Design f_fetch_unit_flat, sky130hd; sources not shown.
clock_map.png
The bar under the picture is 20 µm long.
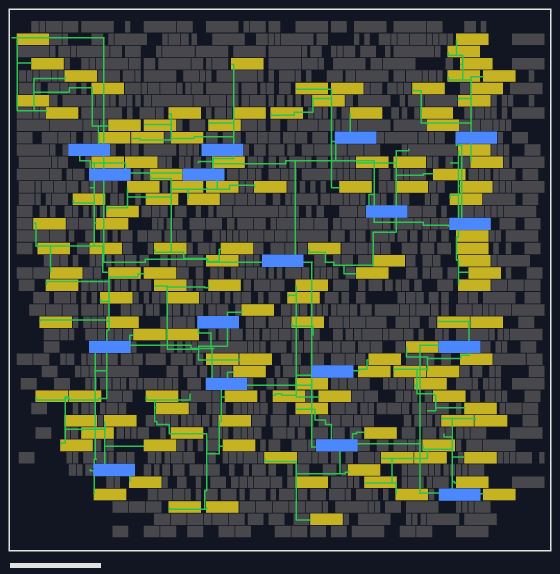
[blue] cells driving clock nets | count: 17
[yellow] flip-flops | count: 132
[green] clock wires | length: 1600 µm
routed clock nets: 18
flops lie: widely spread
insertion delay at the late pin of the worst-skew pair: 0.43 ns
Clk. pwr: 1.45 mW
clock group share of total power: 39.8%

metal_stack.png
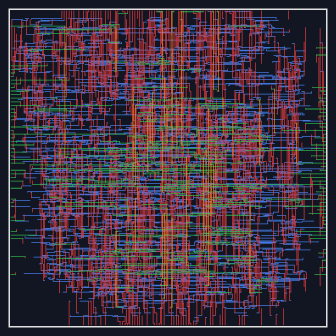
| colour | layer | wire length |
|---|---|---|
| orange | met4 | 1060 µm |
| red | met2 | 11700 µm |
| green | met3 | 2650 µm |
| blue | met1 | 9740 µm |
Vias: 8268
Avg WL per Cell: 18.43 µm
total global-route track usage: 35.05%

port_nets.png
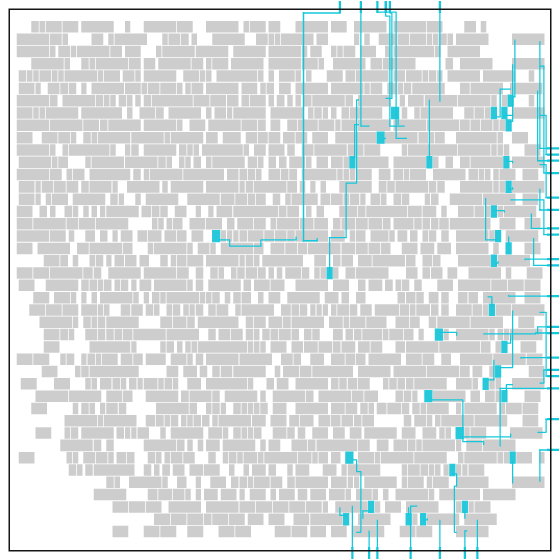
| colour | port | direction | edge | end cells | buffers | wire |
|---|---|---|---|---|---|---|
| cyan | `imem_imem_addr` | output | 19 right, 7 bottom, 6 top | 32 | 32 | 735 µm |
IO Port Bufs: 203
I/O pin count: 208

==> summary.rpt <==
PHYSICAL IMPLEMENTATION REPORT
----------------------------------------------------
[Die]
  Core Rows ........................ 42
  Core Footprint ........................ 0.01335 mm²
  Die Area ........................ 0.01424 mm²
  Die extent in y ........................ 119.3 µm

[Synthesis]
  Combined area of all synthesized cells ........................ 0.007158 mm²
  Fraction of the mapped netlist area in adder cells ........................ 0.1748%
  Mean area per synthesized cell ........................ 7.201 µm²
  Portion of the post-synthesis area used by sequential elements ........................ 36.92%
  Main area contributors ........................ dfxtp_1, nand2_1, a21oi_1, nor2_1, a22oi_1
  List of most frequent post-synthesis cells ........................ nand2_1, dfxtp_1, a21oi_1, nor2_1, clkbuf_1
  Distinct lib cells used ........................ 66
  Biggest combinational cell group after synthesis ........................ simple AND/OR/NAND/NOR gates
  Yosys cell count ........................ 994

[Timing]
  Max Clk Rate ........................ 232.9 MHz
  Setup total negative slack ........................ 0 ns
  Final period demand of the worst path ........................ 4.293 ns
  Final count of pins violating max slew ........................ 0
  Final-report hold violation count ........................ 0
  RSZ-0062 raised after global routing ........................ false

[Global routing]
  Gr busiest metal ........................ met2
  Total overflow reported by the global router ........................ 0

[Clock tree]
  Post-CTS Repair Setup Buffers ........................ 0
  H-tree levels ........................ 4
  CTS tree ........................ done
  Number of sinks handled by clock tree synthesis ........................ 132
  CTS Root Cell ........................ clkbuf_16
  TritonCTS Buffers ........................ 17

[Detailed routing]
  Number of design rule violations left after detail routing ........................ 0
  Total Routed Length ........................ 25.15 mm

[Power]
  Sw frac ........................ 30.27%
  Switching power of the nets ........................ 1.099 mW
  Maximum vdd drop ........................ 0.2565 mV

[Layout]
  Post-route non-filler standard cell count ........................ 1365
  Logic inverters ........................ 13
  FILL cells ........................ 868
  Most frequent standard cell in the layout excluding fill and tap cells ........................ nand2_1
  Dominant logic cell types in the final layout ........................ nand2_1, clkdlybuf4s50_1, dfxtp_1, a21oi_1, nor2_1
  Sequential portion of the cell area ........................ 24.68%
  Layout cells sized above 1 ........................ 13.55%
  Antenna cell count ........................ 1

[Critical path]
  WP buf/inv ........................ 2
  Register-to-Register Path Depth ........................ 7
  Critical path start-end classification ........................ input pin to output port
  CP Launch Type ........................ input pin
  Capturing element type of the critical path ........................ output port
  Cell chain of the critical path ........................ clkdlybuf4s50_1 -> nor2b_1 -> or3_1 -> a21oi_2 -> buf_12

[Status]
  Run status ........................ finished, final reports clean

[Placement]
  Placed standard-cell area ........................ 0.009982 mm²

[Job]
  Max-cap check violation count ........................ 0

[Worst hold path]
  Class of the tightest hold or removal check ........................ register to register

----------------------------------------------------
Power and IR drop assume default switching activity.
